<file path="src/rtl/lcd_bus_receiver.sv">
// lcd_bus_receiver
//   Receiving end of an HD44780-style character-LCD write bus. Decodes command and
//   data strobes into a shadow DDRAM and presents the visible 2x16 window as two
//   128-bit lines (char i at [127-8i -: 8]). Also models the busy flag and flags
//   writes that arrive while the controller would still be busy.
//   Optional nibble-transfer support is enabled by defining LCD_RX_4BIT_EN.
module lcd_bus_receiver #(
    parameter int BUSY_CYCLES  = 1850,
    parameter int CLEAR_CYCLES = 76000
) (
    input  logic         clk,
    input  logic         reset,
    input  logic         lcd_regsel,
    input  logic         lcd_read,
    input  logic         lcd_enable,
    input  logic [7:0]   lcd_data,
    output logic [127:0] topline,
    output logic [127:0] bottomline,
    output logic         busy,
    output logic         updated,
    output logic         proto_err,
    output logic         display_on
);

    localparam int MAXC = (CLEAR_CYCLES > BUSY_CYCLES) ? CLEAR_CYCLES : BUSY_CYCLES;
    localparam int CW   = $clog2(MAXC + 1);
    localparam logic [CW-1:0] LD_BUSY  = CW'(BUSY_CYCLES);
    localparam logic [CW-1:0] LD_CLEAR = CW'(CLEAR_CYCLES);

    // Registered bus sample; the strobe is detected against the live E input
    logic         r_e;
    logic         r_rs;
    logic         r_rw;
    logic [7:0]   r_d;

    logic         w_strobe;
    logic         w_wr;
    logic         w_exec;
    logic [7:0]   w_byte;
    logic         w_busy;

    logic [127:0] r_top;
    logic [127:0] r_bot;
    logic [6:0]   r_addr;
    logic         r_incr;
    logic         r_cg;
    logic         r_upd;
    logic         r_perr;
    logic         r_disp;
    logic [CW-1:0] r_cnt;

    // Cursor step forward: the two 40-char DDRAM lines form one 80-char ring.
    // Addresses outside both lines just wrap as plain 7-bit values.
    function automatic logic [6:0] step_up(input logic [6:0] a);
        if (a == 7'h27)
            return 7'h40;
        else if (a == 7'h67)
            return 7'h00;
        else
            return a + 7'd1;
    endfunction

    // Cursor step backward, mirror image of step_up
    function automatic logic [6:0] step_dn(input logic [6:0] a);
        if (a == 7'h00)
            return 7'h67;
        else if (a == 7'h40)
            return 7'h27;
        else
            return a - 7'd1;
    endfunction

    assign w_strobe = r_e & ~lcd_enable;
    assign w_wr     = w_strobe & ~r_rw;
    assign w_busy   = (r_cnt != '0);

    // Sample the bus every cycle; reset drops any half-seen strobe
    always_ff @(posedge clk) begin
        if (!reset) begin
            r_e  <= 1'b0;
            r_rs <= 1'b0;
            r_rw <= 1'b0;
            r_d  <= 8'h00;
        end else begin
            r_e  <= lcd_enable;
            r_rs <= lcd_regsel;
            r_rw <= lcd_read;
            r_d  <= lcd_data;
        end
    end

`ifdef LCD_RX_4BIT_EN
    // Nibble mode: r_nib_hi=1 means the next strobe carries the high nibble.
    // The interface width (DL) is the only function-set field with an effect here;
    // N is irrelevant for a fixed two-line mirror and is not stored.
    logic       r_nib_mode;
    logic       r_nib_hi;
    logic [3:0] r_nib_buf;

    // Collect the high nibble; any completed function set updates the bus width
    always_ff @(posedge clk) begin
        if (!reset) begin
            r_nib_mode <= 1'b0;
            r_nib_hi   <= 1'b1;
            r_nib_buf  <= 4'h0;
        end else if (w_wr) begin
            if (r_nib_mode && r_nib_hi) begin
                r_nib_buf <= r_d[7:4];
                r_nib_hi  <= 1'b0;
            end else begin
                r_nib_hi <= 1'b1;
                if (!r_rs && (w_byte[7:5] == 3'b001))
                    r_nib_mode <= ~w_byte[4];
            end
        end
    end

    // Only a full byte (8-bit strobe or completing low nibble) is executed
    always_comb begin
        w_byte = r_nib_mode ? {r_nib_buf, r_d[7:4]} : r_d;
        w_exec = w_wr && !(r_nib_mode && r_nib_hi);
    end
`else
    // 8-bit bus only: every write strobe carries a complete byte
    always_comb begin
        w_byte = r_d;
        w_exec = w_wr;
    end
`endif

    // Execute commands/data, run the busy counter and track protocol errors
    always_ff @(posedge clk) begin
        if (!reset) begin
            r_top  <= {16{8'h20}};
            r_bot  <= {16{8'h20}};
            r_addr <= 7'h00;
            r_incr <= 1'b1;
            r_cg   <= 1'b0;
            r_upd  <= 1'b0;
            r_perr <= 1'b0;
            r_disp <= 1'b0;
            r_cnt  <= '0;
        end else begin
            r_upd <= 1'b0;
            if (w_busy)
                r_cnt <= r_cnt - 1'b1;
            // A write during busy is flagged but still carried out below
            if (w_wr && w_busy)
                r_perr <= 1'b1;
            if (w_exec) begin
                if (r_rs) begin
                    r_cnt <= LD_BUSY;
                    // CGRAM writes have no visible effect and leave the DDRAM cursor alone
                    if (!r_cg) begin
                        if (r_addr[6:4] == 3'b000) begin
                            r_top[8*(15-int'(r_addr[3:0])) +: 8] <= w_byte;
                            r_upd <= 1'b1;
                        end else if (r_addr[6:4] == 3'b100) begin
                            r_bot[8*(15-int'(r_addr[3:0])) +: 8] <= w_byte;
                            r_upd <= 1'b1;
                        end
                        r_addr <= r_incr ? step_up(r_addr) : step_dn(r_addr);
                    end
                end else begin
                    casez (w_byte)
                        8'b1???????: begin
                            r_addr <= w_byte[6:0];
                            r_cg   <= 1'b0;
                            r_cnt  <= LD_BUSY;
                        end
                        8'b01??????: begin
                            r_cg  <= 1'b1;
                            r_cnt <= LD_BUSY;
                        end
                        8'b001?????: begin
                            r_cnt <= LD_BUSY;
                        end
                        8'b0001????: begin
                            // Display shift (S/C=1) does not move the window in this model
                            if (!w_byte[3])
                                r_addr <= w_byte[2] ? step_up(r_addr) : step_dn(r_addr);
                            r_cnt <= LD_BUSY;
                        end
                        8'b00001???: begin
                            r_disp <= w_byte[2];
                            r_cnt  <= LD_BUSY;
                        end
                        8'b000001??: begin
                            r_incr <= w_byte[1];
                            r_cnt  <= LD_BUSY;
                        end
                        8'b0000001?: begin
                            r_addr <= 7'h00;
                            r_cnt  <= LD_CLEAR;
                        end
                        8'b00000001: begin
                            r_top  <= {16{8'h20}};
                            r_bot  <= {16{8'h20}};
                            r_addr <= 7'h00;
                            r_incr <= 1'b1;
                            r_upd  <= 1'b1;
                            r_cnt  <= LD_CLEAR;
                        end
                        default: ;
                    endcase
                end
            end
        end
    end

    assign topline    = r_top;
    assign bottomline = r_bot;
    assign busy       = w_busy;
    assign updated    = r_upd;
    assign proto_err  = r_perr;
    assign display_on = r_disp;

endmodule

</file>
<file path="config.mk">
export PLATFORM = sky130hd
export DESIGN_NAME = lcd_bus_receiver
export DESIGN_NICKNAME = d
export VERILOG_FILES = /design/src/rtl/lcd_bus_receiver.sv
export SDC_FILE = /design/constraint.sdc
export NUM_CORES = 1
export LEC_CHECK = 0
export CORE_AREA = 2 2 164 166
export CTS_BUF_LIST = sky130_fd_sc_hd__clkbuf_16
export DETAILED_ROUTE_END_ITERATION = 10
export DIE_AREA = 0 0 166 168
export GPL_TIMING_DRIVEN = 0
export PLACE_DENSITY_LB_ADDON = 0.05
export SLEW_MARGIN = 15
export SYNTH_ARGS = -nofsm -noshare
export SYNTH_HDL_FRONTEND = slang
export SYNTH_SLANG_ARGS = --single-unit
</file>
<file path="constraint.sdc">
create_clock -name clk -period 2.6 [get_ports clk]
set_input_delay 0.26 -clock clk [delete_from_list [all_inputs] [get_ports clk]]
set_output_delay 0.26 -clock clk [all_outputs]
set_load 0.01 [all_outputs]
</file>
Figure 1. Gate-type map (run 1).
Scale: 3 px per µm.
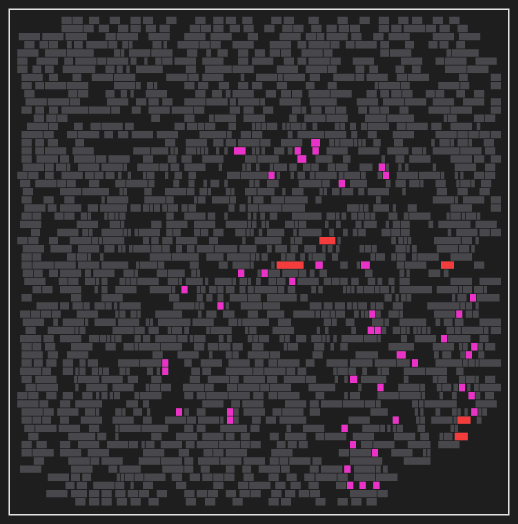
and/or cells -> magenta  # cells 44
fa/ha/maj cells -> red  # cells 5, where right middle
combinational share of cell area: 0.342
dominant logic cell type in the layout: dfxtp_1
non-filler cells, final: 1811

Figure 2. I/O pins on the die edge (run 1).
Scale: 3 px per µm. Pins as bars across the die edge, other pins in gray.
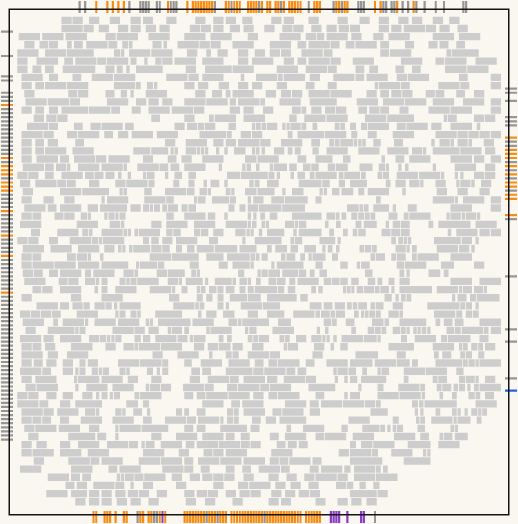
`busy` -> blue  # pins 1, direction output, edge right
`topline` -> orange  # pins 128, direction output, edge 59 bottom, 46 top, 12 left, 11 right
`lcd_data` -> purple  # pins 8, direction input, edge bottom
all pins by edge = 90 left, 80 top, 74 bottom, 29 right
die width: 166 µm
number of I/O port buffers: 272

Figure 3. Cells by drive strength (run 1).
Scale: 3 px per µm.
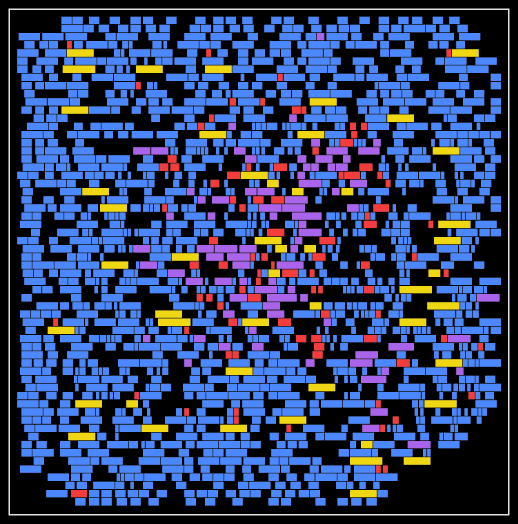
x1 and smaller -> blue  # cells 1252, most used dfxtp_1
x2 -> red  # cells 89, most used buf_2
x3 and x4 -> purple  # cells 80, most used buf_4
x6 and larger -> yellow  # cells 48, most used clkbuf_16
Non-Clock Buffer Count: 356
Area Overhead vs Synth: 40.4%
cell area after layout: 16300 µm²
final setup margin: 0.0722 ns

==> results.txt, run 1 <==
status -> completed
most frequent cells after synthesis -> dfxtp_1 (296), nand2_1 (118), a22o_1 (77), o2bb2ai_1 (71), nor2_1 (65)
Hold Path Class -> in -> reg
Worst EP required -> 3.05 ns
Rows -> 60
yosys stat cell total -> 1127
syn nets -> 1145
CTS tree -> done
setup TNS -> 0 ns
slowest library cell on the worst path -> a211oi_2
Routed WL -> 40.4 mm
pre-CTS WS -> -0.749 ns
most frequent CP cell -> buf_6
Clock Tree Buf Depth -> 3
met2 Use GR -> 0.448
Clk power -> 4.70 mW
DP Area -> 14800 µm²
ys async rst share -> 0
largest delay contributor family on the critical path -> AND-OR/OR-AND gates
fillers -> 2229
RSZ-0062 raised after global routing -> no
most instantiated logic cells after routing -> dfxtp_1 (296), clkdlybuf4s50_1 (271), nand2_1 (115)
Setup crit end -> bottomline[120]$_SDFFE_PN0P_
first-pass GRT wire length -> 60.8 mm
cts bufs inserted -> 31
Top Consumer -> sequential cells
gr ovfl total -> 0
flop count -> 296
Core ar. -> 26400 µm²
GRT met3 Usage -> 0.0835
P_sw -> 2.92 mW
Routed WL per cell -> 22.3 µm
Layout clock area frac -> 0.0658
CP cell instances -> buf_6 > clkbuf_4 > and3_1 > ha_4 > a311oi_2 > buf_6 > nand4_2 > a211oi_2 > nor2_2 > a22o_1
sequential share of cell area -> 0.363
layer with the highest usage -> met2
crit-path max cell delay -> 0.32 ns
Worst Path Max Fanout -> 10
adder share -> 0.00538
Power Density -> 678 nW/µm²
drt first pass iters -> 7
routed vias/inst -> 5.77
post-layout util -> 0.620
Signal buf overhead -> 0.199
largest net degree at the start of global routing -> 15
top_reg_cell synth -> dfxtp_1
post-synthesis instance total -> 1127
r2r endpoint -> bottomline[120]$_SDFFE_PN0P_
Min-Delay Endpoint -> r_d[3]$_SDFF_PN0_
Antenna Nets Post-Route -> 0
==> run 1 -> run 2 <==
--- a/config.mk
+++ b/config.mk
@@ -5,13 +5,13 @@
 export SDC_FILE = /design/constraint.sdc
 export NUM_CORES = 1
 export LEC_CHECK = 0
+export CAP_MARGIN = 20
 export CORE_AREA = 2 2 164 166
 export CTS_BUF_LIST = sky130_fd_sc_hd__clkbuf_16
 export DETAILED_ROUTE_END_ITERATION = 10
 export DIE_AREA = 0 0 166 168
 export GPL_TIMING_DRIVEN = 0
 export PLACE_DENSITY_LB_ADDON = 0.05
-export SLEW_MARGIN = 15
 export SYNTH_ARGS = -nofsm -noshare
 export SYNTH_HDL_FRONTEND = slang
 export SYNTH_SLANG_ARGS = --single-unit
Figure 4. Cells by drive strength (run 2).
Scale: 3 px per µm.
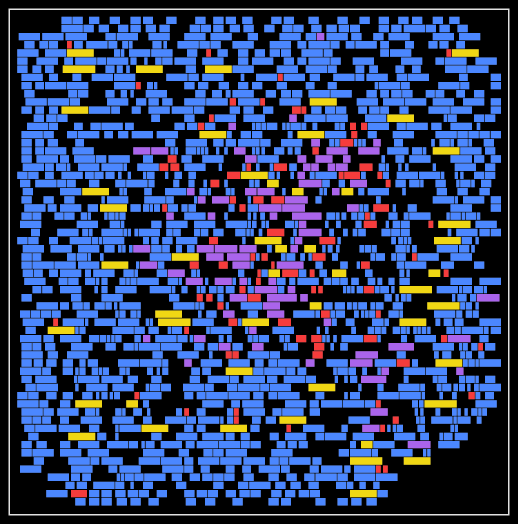
x6 and larger -> yellow  # cells 49, most used clkbuf_16
x3 and x4 -> purple  # cells 80, most used buf_4
x1 and smaller -> blue  # cells 1252, most used dfxtp_1
x2 -> red  # cells 89, most used buf_2
Area Overhead vs Synth: 40.5%
final setup margin: 0.0613 ns

==> results.txt, run 2 <==
status -> completed (unchanged)
XOR/XNOR Fraction of Synth Area -> 0.0129 (unchanged)
Setup crit end -> bottomline[120]$_SDFFE_PN0P_ (unchanged)
worst r2r src -> r_addr[2]$_SDFFE_PN0P_ (unchanged)
yosys stat cell total -> 1127 (unchanged)
post-layout util -> 0.620 (about the same)
Largest type area fraction -> 0.510 (unchanged)
WP buf/inv -> 3 (unchanged)
Routed WL -> 40.4 mm (about the same)
post-synthesis instance total -> 1127 (unchanged)
most instantiated logic cells after routing -> dfxtp_1 (296), clkdlybuf4s50_1 (271), nand2_1 (115) (unchanged)
flop count -> 296 (unchanged)
drt first pass iters -> 5 (was 7)
Slew Viols, Final -> 0 (unchanged)
routed vias/inst -> 5.75 (was 5.77)
Well Taps -> 341 (unchanged)
Worst Path Max Fanout -> 10 (unchanged)
combinational group share of total power -> 0.137 (about the same)
Routed WL per cell -> 22.3 µm (about the same)
I/O pin total -> 273 (unchanged)
RSZ-0062 raised after global routing -> no (unchanged)
Worst EP required -> 3.04 ns (was 3.05 ns)
P_sw -> 2.92 mW (about the same)
clkbuf count -> 31 (unchanged)
share of the clock period used by the worst path -> 0.976 (was 0.972)
gr ovfl total -> 0 (unchanged)
cts bufs inserted -> 31 (unchanged)
CP Capture Type -> flop (unchanged)
Rows -> 60 (unchanged)
Top Consumer -> sequential cells (unchanged)
CP cell instances -> buf_6 > clkbuf_4 > and3_1 > ha_4 > a311oi_2 > buf_6 > nand4_2 > a211oi_2 > nor2_2 > a22o_1 (unchanged)
adder share -> 0.00538 (unchanged)
pre-CTS WS -> -0.749 ns (unchanged)
Signal buf overhead -> 0.199 (about the same)
Core ar. -> 26400 µm² (unchanged)
sequential share of cell area -> 0.363 (about the same)
Power Density -> 678 nW/µm² (about the same)
setup TNS -> 0 ns (unchanged)
number of I/O port buffers -> 272 (unchanged)
r2r endpoint -> bottomline[120]$_SDFFE_PN0P_ (unchanged)
ys async rst share -> 0 (unchanged)
cell type with the largest total area -> dfxtp_1 (unchanged)
largest delay contributor family on the critical path -> AND-OR/OR-AND gates (unchanged)
Initial DRC Count -> 746 (was 780)
met2 Use GR -> 0.448 (unchanged)
EDFF count, synth -> 0 (unchanged)
syn nets -> 1145 (unchanged)
largest net degree at the start of global routing -> 15 (unchanged)
Dominant comb cell -> AND-OR/OR-AND gates (unchanged)
first-pass GRT wire length -> 60.8 mm (unchanged)
die width -> 166 µm (unchanged)
DRC -> 0 (unchanged)
most frequent CP cell -> buf_6 (unchanged)
Hold Path Class -> in -> reg (unchanged)
layer with the highest usage -> met2 (unchanged)
non-filler cells, final -> 1811 (unchanged)
DR top layer -> met4 (unchanged)
cell area after layout -> 16300 µm² (about the same)
top_reg_cell synth -> dfxtp_1 (unchanged)
Critical path origin -> r_addr[2]$_SDFFE_PN0P_ (unchanged)
Min-Delay Endpoint -> r_d[6]$_SDFF_PN0_ (was r_d[3]$_SDFF_PN0_)
antenna cells -> 0 (was 1)
Non-Clock Buffer Count -> 357 (was 356)
Clk power -> 4.71 mW (was 4.70 mW)
Antenna Nets Post-Route -> 0 (unchanged)
most frequent cells after synthesis -> dfxtp_1 (296), nand2_1 (118), a22o_1 (77), o2bb2ai_1 (71), nor2_1 (65) (unchanged)
dominant kind of cell -> flip-flops and latches (unchanged)
combinational share of cell area -> 0.341 (was 0.342)
M1 WL -> 17.1 mm (was 16.9 mm)
Worst VDD drop -> 0.637 mV (was 0.638 mV)
CTS tree -> done (unchanged)
slowest library cell on the worst path -> a211oi_2 (unchanged)
worst clock skew -> 0.0156 ns (was 0.0173 ns)
fillers -> 2228 (was 2229)
clock share of power -> 0.425 (about the same)
Seq pwr share -> 0.438 (was 0.439)
Layout clock area frac -> 0.0658 (about the same)
dominant logic cell type in the layout -> dfxtp_1 (unchanged)
Clock Tree Buf Depth -> 3 (unchanged)
multi-input gates -> 741 (unchanged)
DP Area -> 14800 µm² (unchanged)
Total GRT Usage -> 0.276 (unchanged)
crit-path max cell delay -> 0.32 ns (about the same)
fmax -> 394 MHz (was 396 MHz)
GRT met3 Usage -> 0.0835 (unchanged)
Power and IR drop assume default switching activity.
